==> src/rtl/stu_context_copy_engine_if.sv <==
// Handshake bundle between the context copy engine, the fork controller and the register file.
// master = copy engine side, slave = controller / register-file side.
interface stu_context_copy_engine_if #(
    parameter int NUM_REGS  = 32,
    parameter int DATA_W    = 64,
    parameter int CORE_ID_W = 2
);
    localparam int IDX_W = $clog2(NUM_REGS);

    logic                 copy_start_in;
    logic [CORE_ID_W-1:0] src_core_id_in;
    logic [CORE_ID_W-1:0] dst_core_id_in;
    logic                 abort_in;

    logic                 rf_rd_req_out;
    logic [CORE_ID_W-1:0] rf_rd_core_out;
    logic [IDX_W-1:0]     rf_rd_idx_out;
    logic                 rf_rd_ack_in;
    logic [DATA_W-1:0]    rf_rd_data_in;

    logic                 rf_wr_req_out;
    logic [CORE_ID_W-1:0] rf_wr_core_out;
    logic [IDX_W-1:0]     rf_wr_idx_out;
    logic [DATA_W-1:0]    rf_wr_data_out;
    logic                 rf_wr_ack_in;

    logic                 copy_done_out;
    logic                 copy_error_out;
    logic                 busy_out;

    modport master (
        input  copy_start_in, src_core_id_in, dst_core_id_in, abort_in,
        input  rf_rd_ack_in, rf_rd_data_in, rf_wr_ack_in,
        output rf_rd_req_out, rf_rd_core_out, rf_rd_idx_out,
        output rf_wr_req_out, rf_wr_core_out, rf_wr_idx_out, rf_wr_data_out,
        output copy_done_out, copy_error_out, busy_out
    );

    modport slave (
        output copy_start_in, src_core_id_in, dst_core_id_in, abort_in,
        output rf_rd_ack_in, rf_rd_data_in, rf_wr_ack_in,
        input  rf_rd_req_out, rf_rd_core_out, rf_rd_idx_out,
        input  rf_wr_req_out, rf_wr_core_out, rf_wr_idx_out, rf_wr_data_out,
        input  copy_done_out, copy_error_out, busy_out
    );
endinterface

==> src/rtl/stu_context_copy_engine.sv <==
// Copies the architectural register file of a master core into a speculative core, one read/write pair per register.
// Define STU_CTX_SKIP_X0_EN to skip register 0 (hard-wired zero) during the copy.
module stu_context_copy_engine #(
    parameter int NUM_REGS  = 32,
    parameter int DATA_W    = 64,
    parameter int CORE_ID_W = 2
) (
    input logic                        clk,
    input logic                        rst,
    stu_context_copy_engine_if.master  bus
);
    localparam int IDX_W = $clog2(NUM_REGS);
    localparam logic [IDX_W-1:0] LAST_IDX = IDX_W'(NUM_REGS - 1);
`ifdef STU_CTX_SKIP_X0_EN
    localparam logic [IDX_W-1:0] FIRST_IDX = IDX_W'(1);
`else
    localparam logic [IDX_W-1:0] FIRST_IDX = '0;
`endif

    typedef enum logic [1:0] {IDLE, RD, WR, DONE} state_t;

    state_t               state_q, state_d;
    logic [IDX_W-1:0]     idx_q;
    logic [CORE_ID_W-1:0] src_q, dst_q;
    logic [DATA_W-1:0]    data_q;
    logic                 error_q;
    logic                 start_ok, start_bad;

    // An abort in IDLE suppresses both the copy and the same-id error.
    assign start_ok  = bus.copy_start_in && !bus.abort_in &&
                       (bus.src_core_id_in != bus.dst_core_id_in);
    assign start_bad = bus.copy_start_in && !bus.abort_in &&
                       (bus.src_core_id_in == bus.dst_core_id_in);

    always_comb begin
        state_d = state_q;
        unique case (state_q)
            IDLE: if (start_ok) state_d = RD;
            RD: begin
                if (bus.abort_in)          state_d = IDLE;
                else if (bus.rf_rd_ack_in) state_d = WR;
            end
            WR: begin
                if (bus.abort_in)          state_d = IDLE;
                else if (bus.rf_wr_ack_in) state_d = (idx_q == LAST_IDX) ? DONE : RD;
            end
            DONE:    state_d = IDLE;
            default: state_d = IDLE;
        endcase
    end

    always_ff @(posedge clk) begin
        if (rst) begin
            state_q <= IDLE;
            idx_q   <= '0;
            src_q   <= '0;
            dst_q   <= '0;
            data_q  <= '0;
            error_q <= 1'b0;
        end else begin
            state_q <= state_d;
            error_q <= 1'b0;
            unique case (state_q)
                IDLE: begin
                    if (start_ok) begin
                        src_q <= bus.src_core_id_in;
                        dst_q <= bus.dst_core_id_in;
                        idx_q <= FIRST_IDX;
                    end else if (start_bad) begin
                        error_q <= 1'b1;
                    end
                end
                RD: if (!bus.abort_in && bus.rf_rd_ack_in) data_q <= bus.rf_rd_data_in;
                WR: begin
                    if (!bus.abort_in && bus.rf_wr_ack_in && idx_q != LAST_IDX)
                        idx_q <= idx_q + 1'b1;
                end
                default: ;
            endcase
        end
    end

    assign bus.rf_rd_req_out  = (state_q == RD);
    assign bus.rf_rd_core_out = src_q;
    assign bus.rf_rd_idx_out  = idx_q;
    assign bus.rf_wr_req_out  = (state_q == WR);
    assign bus.rf_wr_core_out = dst_q;
    assign bus.rf_wr_idx_out  = idx_q;
    assign bus.rf_wr_data_out = data_q;
    // Gated so an abort arriving in DONE never shows a completion.
    assign bus.copy_done_out  = (state_q == DONE) && !bus.abort_in;
    assign bus.copy_error_out = error_q;
    assign bus.busy_out       = (state_q != IDLE);
endmodule

==> src/flat_wrapper.sv <==
// flat-port wrapper written by rule: the top's interface ports become plain ports
module stu_context_copy_engine_flat 
#(
    parameter int NUM_REGS  = 32,
    parameter int DATA_W    = 64,
    parameter int CORE_ID_W = 2
)
  (clk, rst, bus_copy_start_in, bus_src_core_id_in, bus_dst_core_id_in, bus_abort_in, bus_rf_rd_ack_in, bus_rf_rd_data_in, bus_rf_wr_ack_in, bus_rf_rd_req_out, bus_rf_rd_core_out, bus_rf_rd_idx_out, bus_rf_wr_req_out, bus_rf_wr_core_out, bus_rf_wr_idx_out, bus_rf_wr_data_out, bus_copy_done_out, bus_copy_error_out, bus_busy_out);
  stu_context_copy_engine_if #(.NUM_REGS(NUM_REGS), .DATA_W(DATA_W), .CORE_ID_W(CORE_ID_W)) bus_i ();
  input logic clk;
  input logic rst;
  input wire logic [$bits(bus_i.copy_start_in)-1:0] bus_copy_start_in;
  input wire logic [$bits(bus_i.src_core_id_in)-1:0] bus_src_core_id_in;
  input wire logic [$bits(bus_i.dst_core_id_in)-1:0] bus_dst_core_id_in;
  input wire logic [$bits(bus_i.abort_in)-1:0] bus_abort_in;
  input wire logic [$bits(bus_i.rf_rd_ack_in)-1:0] bus_rf_rd_ack_in;
  input wire logic [$bits(bus_i.rf_rd_data_in)-1:0] bus_rf_rd_data_in;
  input wire logic [$bits(bus_i.rf_wr_ack_in)-1:0] bus_rf_wr_ack_in;
  output wire logic [$bits(bus_i.rf_rd_req_out)-1:0] bus_rf_rd_req_out;
  output wire logic [$bits(bus_i.rf_rd_core_out)-1:0] bus_rf_rd_core_out;
  output wire logic [$bits(bus_i.rf_rd_idx_out)-1:0] bus_rf_rd_idx_out;
  output wire logic [$bits(bus_i.rf_wr_req_out)-1:0] bus_rf_wr_req_out;
  output wire logic [$bits(bus_i.rf_wr_core_out)-1:0] bus_rf_wr_core_out;
  output wire logic [$bits(bus_i.rf_wr_idx_out)-1:0] bus_rf_wr_idx_out;
  output wire logic [$bits(bus_i.rf_wr_data_out)-1:0] bus_rf_wr_data_out;
  output wire logic [$bits(bus_i.copy_done_out)-1:0] bus_copy_done_out;
  output wire logic [$bits(bus_i.copy_error_out)-1:0] bus_copy_error_out;
  output wire logic [$bits(bus_i.busy_out)-1:0] bus_busy_out;
  assign bus_i.copy_start_in = bus_copy_start_in;
  assign bus_i.src_core_id_in = bus_src_core_id_in;
  assign bus_i.dst_core_id_in = bus_dst_core_id_in;
  assign bus_i.abort_in = bus_abort_in;
  assign bus_i.rf_rd_ack_in = bus_rf_rd_ack_in;
  assign bus_i.rf_rd_data_in = bus_rf_rd_data_in;
  assign bus_i.rf_wr_ack_in = bus_rf_wr_ack_in;
  assign bus_rf_rd_req_out = bus_i.rf_rd_req_out;
  assign bus_rf_rd_core_out = bus_i.rf_rd_core_out;
  assign bus_rf_rd_idx_out = bus_i.rf_rd_idx_out;
  assign bus_rf_wr_req_out = bus_i.rf_wr_req_out;
  assign bus_rf_wr_core_out = bus_i.rf_wr_core_out;
  assign bus_rf_wr_idx_out = bus_i.rf_wr_idx_out;
  assign bus_rf_wr_data_out = bus_i.rf_wr_data_out;
  assign bus_copy_done_out = bus_i.copy_done_out;
  assign bus_copy_error_out = bus_i.copy_error_out;
  assign bus_busy_out = bus_i.busy_out;
  stu_context_copy_engine #(.NUM_REGS(NUM_REGS), .DATA_W(DATA_W), .CORE_ID_W(CORE_ID_W)) u_core (.clk(clk), .rst(rst), .bus(bus_i));
endmodule
==> config.mk <==
export PLATFORM = sky130hd
export DESIGN_NAME = stu_context_copy_engine_flat
export DESIGN_NICKNAME = d
export VERILOG_FILES = /design/src/rtl/stu_context_copy_engine_if.sv /design/src/rtl/stu_context_copy_engine.sv /design/src/flat_wrapper.sv
export SDC_FILE = /design/constraint.sdc
export NUM_CORES = 1
export LEC_CHECK = 0
export CAP_MARGIN = 20
export CORE_AREA = 2 2 90 92
export CTS_CLUSTER_DIAMETER = 40
export CTS_CLUSTER_SIZE = 14
export DETAILED_ROUTE_END_ITERATION = 10
export DIE_AREA = 0 0 92 94
export PLACE_DENSITY = 0.78
export REMOVE_ABC_BUFFERS = 1
export SLEW_MARGIN = 20
export SYNTH_ARGS = -nofsm -noshare
export SYNTH_HDL_FRONTEND = slang
export SYNTH_SLANG_ARGS = --single-unit
==> constraint.sdc <==
create_clock -name clk -period 2.4 [get_ports clk]
set_clock_uncertainty 0.1 [all_clocks]
set_input_delay 0.36 -clock clk [delete_from_list [all_inputs] [get_ports clk]]
set_output_delay 0.36 -clock clk [all_outputs]
set_load 0.005 [all_outputs]
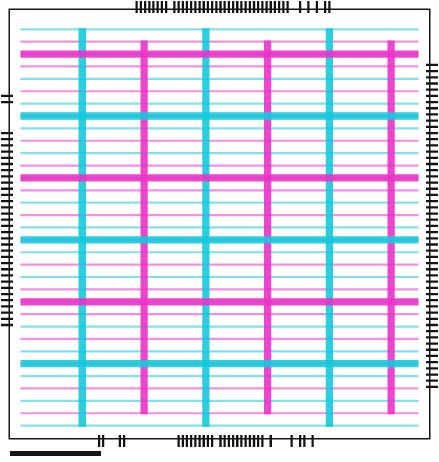
run_1/pdn.png
Bar = 20 um. Pins as bars on the die edge.
color	net
cyan	VSS
magenta	VDD
met5 straps	6
met4 straps	6
Die Wd: 92 um
worst vdd ir: 0.2823 mV
core area: 7607 um^2
Die Y: 94 um

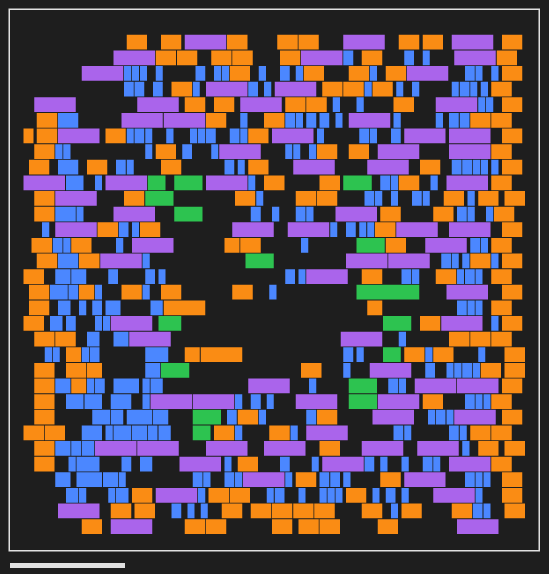
run_1/cell_classes.png
Bar = 20 um.
color	class	cells
purple	flops	76
orange	other buffers and delay cells	165
green	clock drivers and dummy loads	16
blue	all other logic	259
post-route design area: 4758 um^2
Layout Utilization: 62.55%

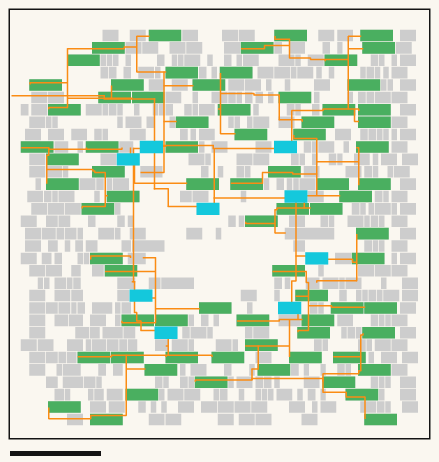
run_1/clock_map.png
Bar = 20 um.
[cyan] cells driving clock nets | count: 9
[green] flip-flops | count: 76
[orange] clock wires | length: 925 um
flops lie	widely spread
routed clock nets	10
clk ins delay skew pair: 0.33 ns
Clk pwr share: 40.3%
Clk power: 1.05 mW

==> metrics.cfg, run 1 <==
[outcome]
outcome = complete, no violations

[grt]
grt_max_degree = 65
track_usage_pct = 18.57
antenna_found_initial = 0

[clock_tree]
cts_buffer_depth = 2
clockRootBuffer = clkbuf_8
numClockSinks = 76
numCtsBuffers = 9
cts_resized = 0

[sta]
drv_slew = 0
worstMarginPinSlew_ns = 0.5719
hold_violations = 0
finalClockPeriodUsage_pct = 92.02

[floorplanning]
fp-utilization_pct = 38.37
die-area_um2 = 8648
rows = 32
tap_cells = 102

[layout]
logic_area_um2 = 1230
flops = 76
largest_class = buffers
comb-cell-share_pct = 25.85
comb_cells = 256
buf_share_pct = 34.66
syn_to_final_growth_pct = 63.01

[yosys]
syn_area_um2 = 2919
yosys.area_share.aoi_pct = 14.83
synth_cells = 366
xor_share_pct = 0.6001
yosysWarnings = 0
synth_flops = 76
ys_types = 33
ys_sh_mux_pct = 1.757

[min_path]
worstHoldStart = u_core.bus.rf_wr_data_out[15]
hold_depth = 2

[placed_design]
dp_hpwl_um = 5776

[setup_path]
required_ns = 1.94
crit_end = bus_rf_wr_req_out
r2r_setup_slack_ns = 0.28
r2r_start = u_core.bus.rf_rd_idx_out[0]
path_class = register to primary output
cp.depth = 2
cp_slowest_cell = dfxtp_1
crit_arrival_ns = 1.75

[power_and_ir_drop]
p_sw_uw = 596.2

[routing]
totalWireLength_um = 8147
antenna_left = 0
detail_route.drc_violations = 0

run_1/metal_stack.png
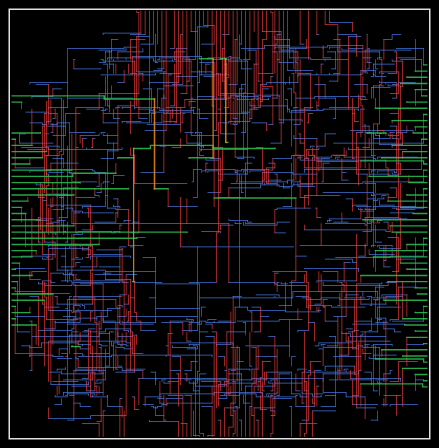

==> run 2: changes to the inputs <==
Settings changed: MAX_ROUTING_LAYER from default to met4.
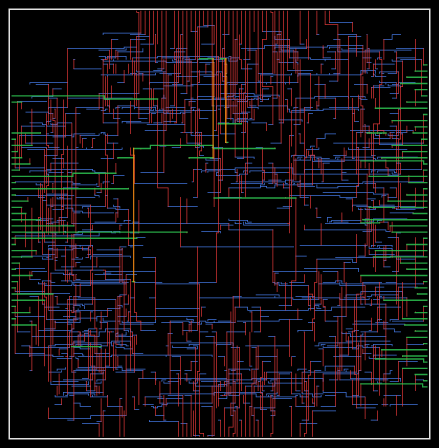
run_2/metal_stack.png
color	layer	wire length
green	met3	628 um
orange	met4	69.4 um
blue	met1	3480 um
red	met2	4000 um
routed wire length per instance: 13.23 um
GRT Overall Usage: 19.11%
vias after detailed routing: 2951
final wirelength: 8176 um

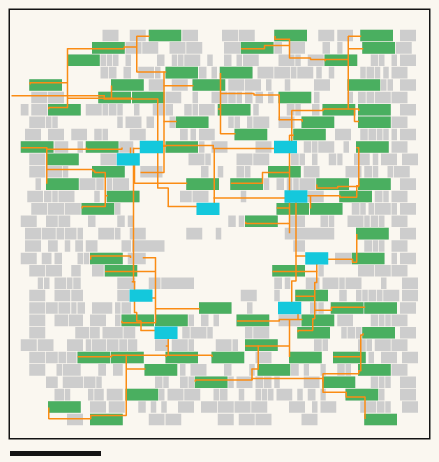
run_2/clock_map.png
Bar = 20 um.
[green] flip-flops | count: 76
[orange] clock wires | length: 920 um
[cyan] cells driving clock nets | count: 9
flops lie	widely spread
Clk power: 1.04 mW

==> run 2 against run 1 <==
Net effect: worst hold slack hardly changed; die size stayed put; setup slack better by 0.0042 ns; core utilization stayed put; final cell count stayed put; sequential power hardly changed; first-iteration DRC count is 8.3% lower; critical endpoint unchanged.
==> metrics.cfg, run 2 <==
[outcome]
outcome = complete, no violations

[yosys]
syn_area_um2 = 2919  ; unchanged
ys_types = 33  ; unchanged
yosysWarnings = 0  ; unchanged
ys_sh_mux_pct = 1.757  ; unchanged

[grt]
grt_max_degree = 65  ; unchanged

[floorplanning]
fp-utilization_pct = 38.37  ; unchanged
dieHeight_um = 94  ; unchanged
tap_cells = 102  ; unchanged

[setup_path]
crit_end = bus_rf_wr_req_out
cp.depth = 2  ; unchanged
path_class = register to primary output

[layout]
logic_area_um2 = 1230  ; unchanged
syn_to_final_growth_pct = 63.01  ; unchanged
flops = 76  ; unchanged
largest_class = buffers
design_area_um2 = 4758  ; unchanged

[clock_tree]
numClockSinks = 76  ; unchanged
cts_resized = 0  ; unchanged
cts_buffer_depth = 2  ; unchanged

[routing]
antenna_left = 0  ; unchanged

[min_path]
worstHoldStart = u_core.bus.rf_wr_data_out[15]
hold_depth = 2  ; unchanged

[placed_design]
dp_hpwl_um = 5776  ; unchanged

[sta]
hold_violations = 0  ; unchanged

run_2/pdn.png
Bar = 20 um. Pins as bars on the die edge.
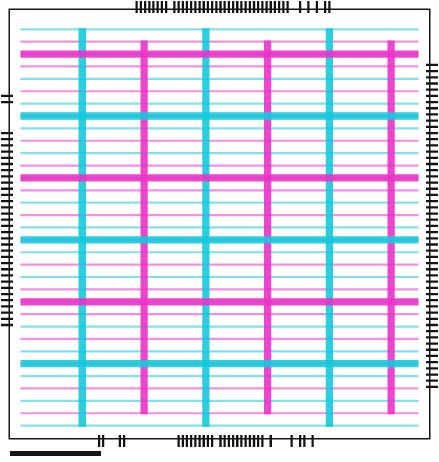

==> run 3: changes to the inputs <==
Settings changed: CORE_AREA 2 2 90 92 to 2 2 115 73, DIE_AREA 0 0 92 94 to 0 0 117 75, PLACE_DENSITY 0.78 to 0.77.
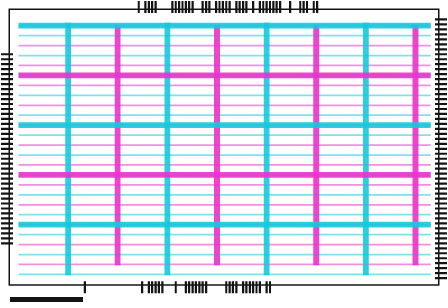
run_3/pdn.png
Bar = 20 um. Pins as bars on the die edge.
Die Y: 75 um
Die Wd: 117 um
core area: 7664 um^2
worst vdd ir: 0.4137 mV

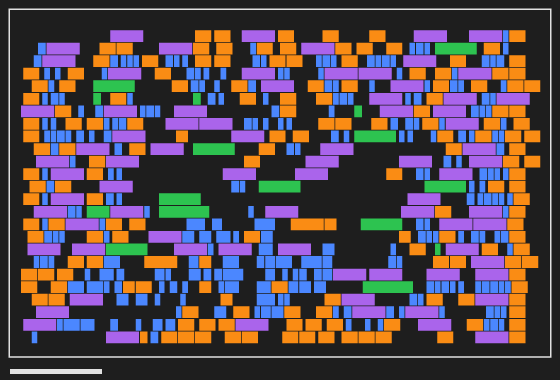
run_3/cell_classes.png
Bar = 20 um.
sequential cell area share: 31.28%
num rows: 25
Layout Utilization: 63.48%

==> run 3 against run 2 <==
Net effect: design area rose by 2.2%; register-to-register slack lost 0.03 ns; sequential share of layout area shrank 0.70 points; core utilization up 0.93 points; via count grew 1.6%; critical path type unchanged; largest power group is now clock.
==> metrics.cfg, run 3 <==
[floorplanning]
tap_cells = 108  ; +5.9%
fp-utilization_pct = 38.09  ; -0.28 points

[power_and_ir_drop]
p_clk_mw = 1.43  ; +38%

[setup_path]
path_class = register to primary output
crit_end = bus_rf_wr_req_out
cp.depth = 2  ; unchanged

[routing]
wl_per_cell_um = 13.90  ; +5.0%
antenna_left = 0  ; unchanged
dr_total_vias = 2998  ; +1.6%
totalWireLength_um = 8671  ; +6.1%

[layout]
syn_to_final_growth_pct = 66.65
logic_area_um2 = 1230  ; unchanged
flops = 76  ; unchanged
largest_class = buffers
design_area_um2 = 4865  ; +2.2%

[clock_tree]
clockRootBuffer = clkbuf_16
cts_buffer_depth = 2  ; unchanged

[placed_design]
dp_hpwl_um = 6221  ; +7.7%

[yosys]
ys_sh_mux_pct = 1.757  ; unchanged
syn_area_um2 = 2919  ; unchanged
yosysWarnings = 0  ; unchanged

[sta]
fmax_mhz = 458.5
hold_violations = 0  ; unchanged

[grt]
track_usage_pct = 20.73  ; +1.6 points
grt_max_degree = 65  ; unchanged

[min_path]
worstHoldStart = u_core.bus.rf_wr_data_out[4]
hold_depth = 2  ; unchanged

[outcome]
outcome = complete, no violations

[run]
tool_warnings = 25

Power figures rest on the tool's default switching activity, not on a simulated workload.
